==> images/power_grid.png <==
Scale bar: 50 um. Pins as bars on the die edge.
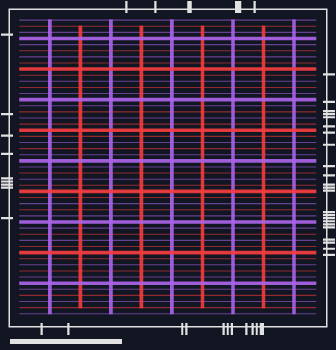
==> images/placement_by_type.png <==
Fill, decap, tap and diode cells in grey.
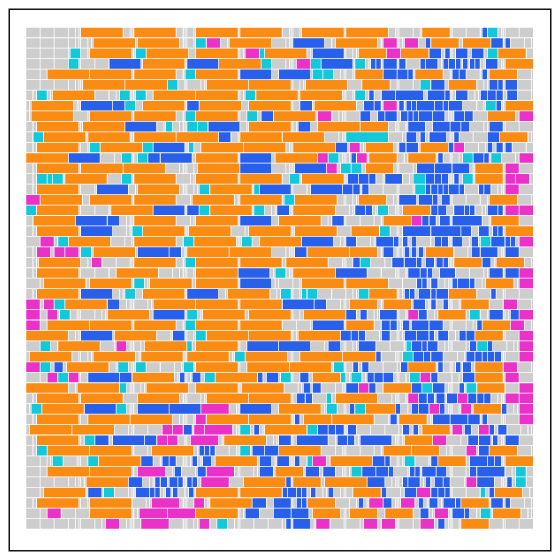
==> config.mk <==
export PLATFORM = sky130hd
export DESIGN_NAME = cell_plotter
export DESIGN_NICKNAME = d
export VERILOG_FILES = /design/src/rtl/cell_plotter.sv
export SDC_FILE = /design/constraint.sdc
export NUM_CORES = 1
export LEC_CHECK = 0
export CAP_MARGIN = 0
export CORE_MARGIN = 4
export CORE_UTILIZATION = 62
export CTS_BUF_LIST = sky130_fd_sc_hd__clkbuf_4
export DETAILED_ROUTE_END_ITERATION = 16
export PLACE_DENSITY_LB_ADDON = 0.05
export SLEW_MARGIN = 15
export SYNTH_ARGS = -nofsm -noshare
export SYNTH_HDL_FRONTEND = slang
export SYNTH_SLANG_ARGS = --single-unit
==> constraint.sdc <==
create_clock -name clock -period 4 [get_ports clock]
set_input_delay 1.2 -clock clock [delete_from_list [all_inputs] [get_ports clock]]
set_output_delay 1.2 -clock clock [all_outputs]
set_load 0.01 [all_outputs]
==> src/rtl/cell_plotter.sv <==
// Changed-cell plotter: queues (cell x, cell y, colour) events and expands each
// into a CELL_SIZE x CELL_SIZE block of pixel writes for the vga_adapter.
module cell_plotter #(
  parameter int GRID_W     = 4,
  parameter int GRID_H     = 4,
  parameter int CELL_SIZE  = 8,
  parameter int FIFO_DEPTH = 16,
  parameter int X_OFFSET   = 0,
  parameter int Y_OFFSET   = 0
) (
  input  logic       clock,
  input  logic       reset_n,
  input  logic       in_valid,
  output logic       in_ready,
  input  logic [7:0] in_x,
  input  logic [7:0] in_y,
  input  logic [2:0] in_color,
  input  logic       clear,
  output logic [7:0] x,
  output logic [6:0] y,
  output logic [2:0] colour,
  output logic       plot,
  output logic       busy,
  output logic [7:0] err_count
);

  localparam int AW = $clog2(FIFO_DEPTH);
  localparam int CW = $clog2(FIFO_DEPTH + 1);

  localparam logic [7:0]    GW8        = 8'(GRID_W);
  localparam logic [7:0]    GH8        = 8'(GRID_H);
  localparam logic [8:0]    CELL9      = 9'(CELL_SIZE);
  localparam logic [8:0]    CELL_LAST  = 9'(CELL_SIZE - 1);
  localparam logic [8:0]    CLR_X_LAST = 9'(GRID_W * CELL_SIZE - 1);
  localparam logic [8:0]    CLR_Y_LAST = 9'(GRID_H * CELL_SIZE - 1);
  localparam logic [8:0]    X9         = 9'(X_OFFSET);
  localparam logic [8:0]    Y9         = 9'(Y_OFFSET);
  localparam logic [CW-1:0] FULL_CNT   = CW'(FIFO_DEPTH);

  typedef enum logic [1:0] {IDLE, PAINT, CLEAR} state_t;

  // ---------------- event FIFO ----------------
  logic [18:0]   mem [FIFO_DEPTH];
  logic [AW-1:0] wr_ptr_reg, rd_ptr_reg;
  logic [CW-1:0] count_reg;
  logic          fifo_full, fifo_empty;
  logic          accept, bad_event, push, pop;
  logic [18:0]   head;

  assign fifo_full  = (count_reg == FULL_CNT);
  assign fifo_empty = (count_reg == '0);
  assign in_ready   = !fifo_full;
  assign accept     = in_valid && in_ready;
  assign bad_event  = (in_x >= GW8) || (in_y >= GH8);
  assign push       = accept && !bad_event;
  assign head       = mem[rd_ptr_reg];

  always_ff @(posedge clock) begin
    if (push) mem[wr_ptr_reg] <= {in_x, in_y, in_color};
  end

  always_ff @(posedge clock) begin
    if (!reset_n) begin
      wr_ptr_reg <= '0;
      rd_ptr_reg <= '0;
      count_reg  <= '0;
    end else begin
      if (push) wr_ptr_reg <= wr_ptr_reg + AW'(1);
      if (pop)  rd_ptr_reg <= rd_ptr_reg + AW'(1);
      case ({push, pop})
        2'b10:   count_reg <= count_reg + CW'(1);
        2'b01:   count_reg <= count_reg - CW'(1);
        default: count_reg <= count_reg;
      endcase
    end
  end

  always_ff @(posedge clock) begin
    if (!reset_n) begin
      err_count <= 8'd0;
    end else if (accept && bad_event && (err_count != 8'hFF)) begin
      err_count <= err_count + 8'd1;
    end
  end

  // ---------------- raster state machine ----------------
  state_t     state_reg, state_next;
  logic [8:0] px_reg, px_next, py_reg, py_next;
  logic [7:0] cx_reg, cx_next, cy_reg, cy_next;
  logic [2:0] cc_reg, cc_next;
  logic       clear_pending_reg, pending_next;
  logic [7:0] x_next;
  logic [6:0] y_next;
  logic [2:0] colour_next;
  logic       plot_next;
  logic       decide, clear_done;

  always_comb begin
    state_next   = state_reg;
    px_next      = px_reg;
    py_next      = py_reg;
    cx_next      = cx_reg;
    cy_next      = cy_reg;
    cc_next      = cc_reg;
    x_next       = x;
    y_next       = y;
    colour_next  = colour;
    plot_next    = 1'b0;
    pending_next = clear_pending_reg | clear;
    pop          = 1'b0;
    decide       = 1'b0;
    clear_done   = 1'b0;

    unique case (state_reg)
      IDLE: decide = 1'b1;
      PAINT: begin
        plot_next   = 1'b1;
        x_next      = 8'(X9 + {1'b0, cx_reg} * CELL9 + px_reg);
        y_next      = 7'(Y9 + {1'b0, cy_reg} * CELL9 + py_reg);
        colour_next = cc_reg;
        if (px_reg == CELL_LAST) begin
          px_next = 9'd0;
          if (py_reg == CELL_LAST) decide = 1'b1;
          else                     py_next = py_reg + 9'd1;
        end else begin
          px_next = px_reg + 9'd1;
        end
      end
      CLEAR: begin
        plot_next   = 1'b1;
        x_next      = 8'(X9 + px_reg);
        y_next      = 7'(Y9 + py_reg);
        colour_next = 3'd0;
        if (px_reg == CLR_X_LAST) begin
          px_next = 9'd0;
          if (py_reg == CLR_Y_LAST) begin
            clear_done   = 1'b1;
            pending_next = 1'b0;
            decide       = 1'b1;
          end else begin
            py_next = py_reg + 9'd1;
          end
        end else begin
          px_next = px_reg + 9'd1;
        end
      end
      default: state_next = IDLE;
    endcase

    // Cell/clear boundary: a pending clear wins over queued events.
    if (decide) begin
      px_next = 9'd0;
      py_next = 9'd0;
      if (clear_pending_reg && !clear_done) begin
        state_next = CLEAR;
      end else if (!fifo_empty) begin
        pop = 1'b1;
        {cx_next, cy_next, cc_next} = head;
        state_next = PAINT;
      end else begin
        state_next = IDLE;
      end
    end
  end

  always_ff @(posedge clock) begin
    if (!reset_n) begin
      state_reg         <= IDLE;
      px_reg            <= 9'd0;
      py_reg            <= 9'd0;
      cx_reg            <= 8'd0;
      cy_reg            <= 8'd0;
      cc_reg            <= 3'd0;
      clear_pending_reg <= 1'b0;
      x                 <= 8'd0;
      y                 <= 7'd0;
      colour            <= 3'd0;
      plot              <= 1'b0;
    end else begin
      state_reg         <= state_next;
      px_reg            <= px_next;
      py_reg            <= py_next;
      cx_reg            <= cx_next;
      cy_reg            <= cy_next;
      cc_reg            <= cc_next;
      clear_pending_reg <= pending_next;
      x                 <= x_next;
      y                 <= y_next;
      colour            <= colour_next;
      plot              <= plot_next;
    end
  end

  assign busy = (state_reg != IDLE) || !fifo_empty || clear_pending_reg;

endmodule

==> results.py <==
# Auto-generated metrics
metrics = {
    "outcome": {
        "status": "complete, no violations",
    },
    "global_route": {
        "grtUsageTotal_pct": 23.3,
        "antenna_found_initial": 1,
        "grt_pass1_vias": 6695,
        "grt_start_max_net_pins": 36,
    },
    "clocking": {
        "htree_levels": 3,
        "clock-sinks": 265,
        "clock_latency_ps": 650,
    },
    "final_timing": {
        "setup_tns_ps": 0,
        "finalWorstSetupSlack_ps": 281,
        "drv_slew": 0,
    },
    "logic_synthesis": {
        "synthesis.nets": 779,
        "mux_area_share_pct": 11.2,
        "syn_inst": 730,
        "common_cells": "192 x edfxtp_1, 78 x nor2_1, 73 x dfxtp_1",
        "ys_chip_area_um2": 10900,
        "compound_area_share_pct": 5.89,
        "edf_count": 192,
    },
    "layout": {
        "clock_buffers": 100,
        "buffers": 94,
        "largest_register_ffs": 192,
        "nonClockInverterCount": 22,
    },
    "placement": {
        "place_hpwl_um": 14500,
    },
    "die": {
        "n_tap_cell": 225,
        "rows": 48,
    },
    "worst_setup_path": {
        "cp-end-kind": "register",
    },
    "detailed_routing": {
        "wirelength_met1_um": 9410,
    },
}
Notes on power_grid.png above:
| net | colour |
|---|---|
| VDD | red |
| VSS | purple |
met4 straps: 9
rows: 48
met1 rails: 49
Die W: 141 um
Core Area: 17200 um2
Worst VDD drop: 0.341 mV
DIE HEIGHT: 141 um

Notes on placement_by_type.png above:
| class | colour | cells | share of their area |
|---|---|---|---|
| other buffers and delay cells | magenta | 94 | 7.6% |
| flops | orange | 265 | 58% |
| combinational and other logic | blue | 429 | 28% |
| clock drivers and dummy loads | cyan | 117 | 6.8% |
flop share of the area: 56.3%
final core area utilization: 74.6%

==> worst min path at each step <==
stage,endpoint,from,slack [ps]
floorplan,cc_reg[0]$_SDFFE_PN0P_,cc_reg[0]$_SDFFE_PN0P_,450
global placement,colour[0]$_SDFFE_PN0P_,colour[0]$_SDFFE_PN0P_,460
detailed placement,cx_reg[2]$_SDFFE_PN0P_,cx_reg[2]$_SDFFE_PN0P_,470
CTS,cx_reg[2]$_SDFFE_PN0P_,cx_reg[2]$_SDFFE_PN0P_,480
global route,colour[1]$_SDFFE_PN0P_,colour[1]$_SDFFE_PN0P_,510
finish,cx_reg[2]$_SDFFE_PN0P_,cx_reg[2]$_SDFFE_PN0P_,480
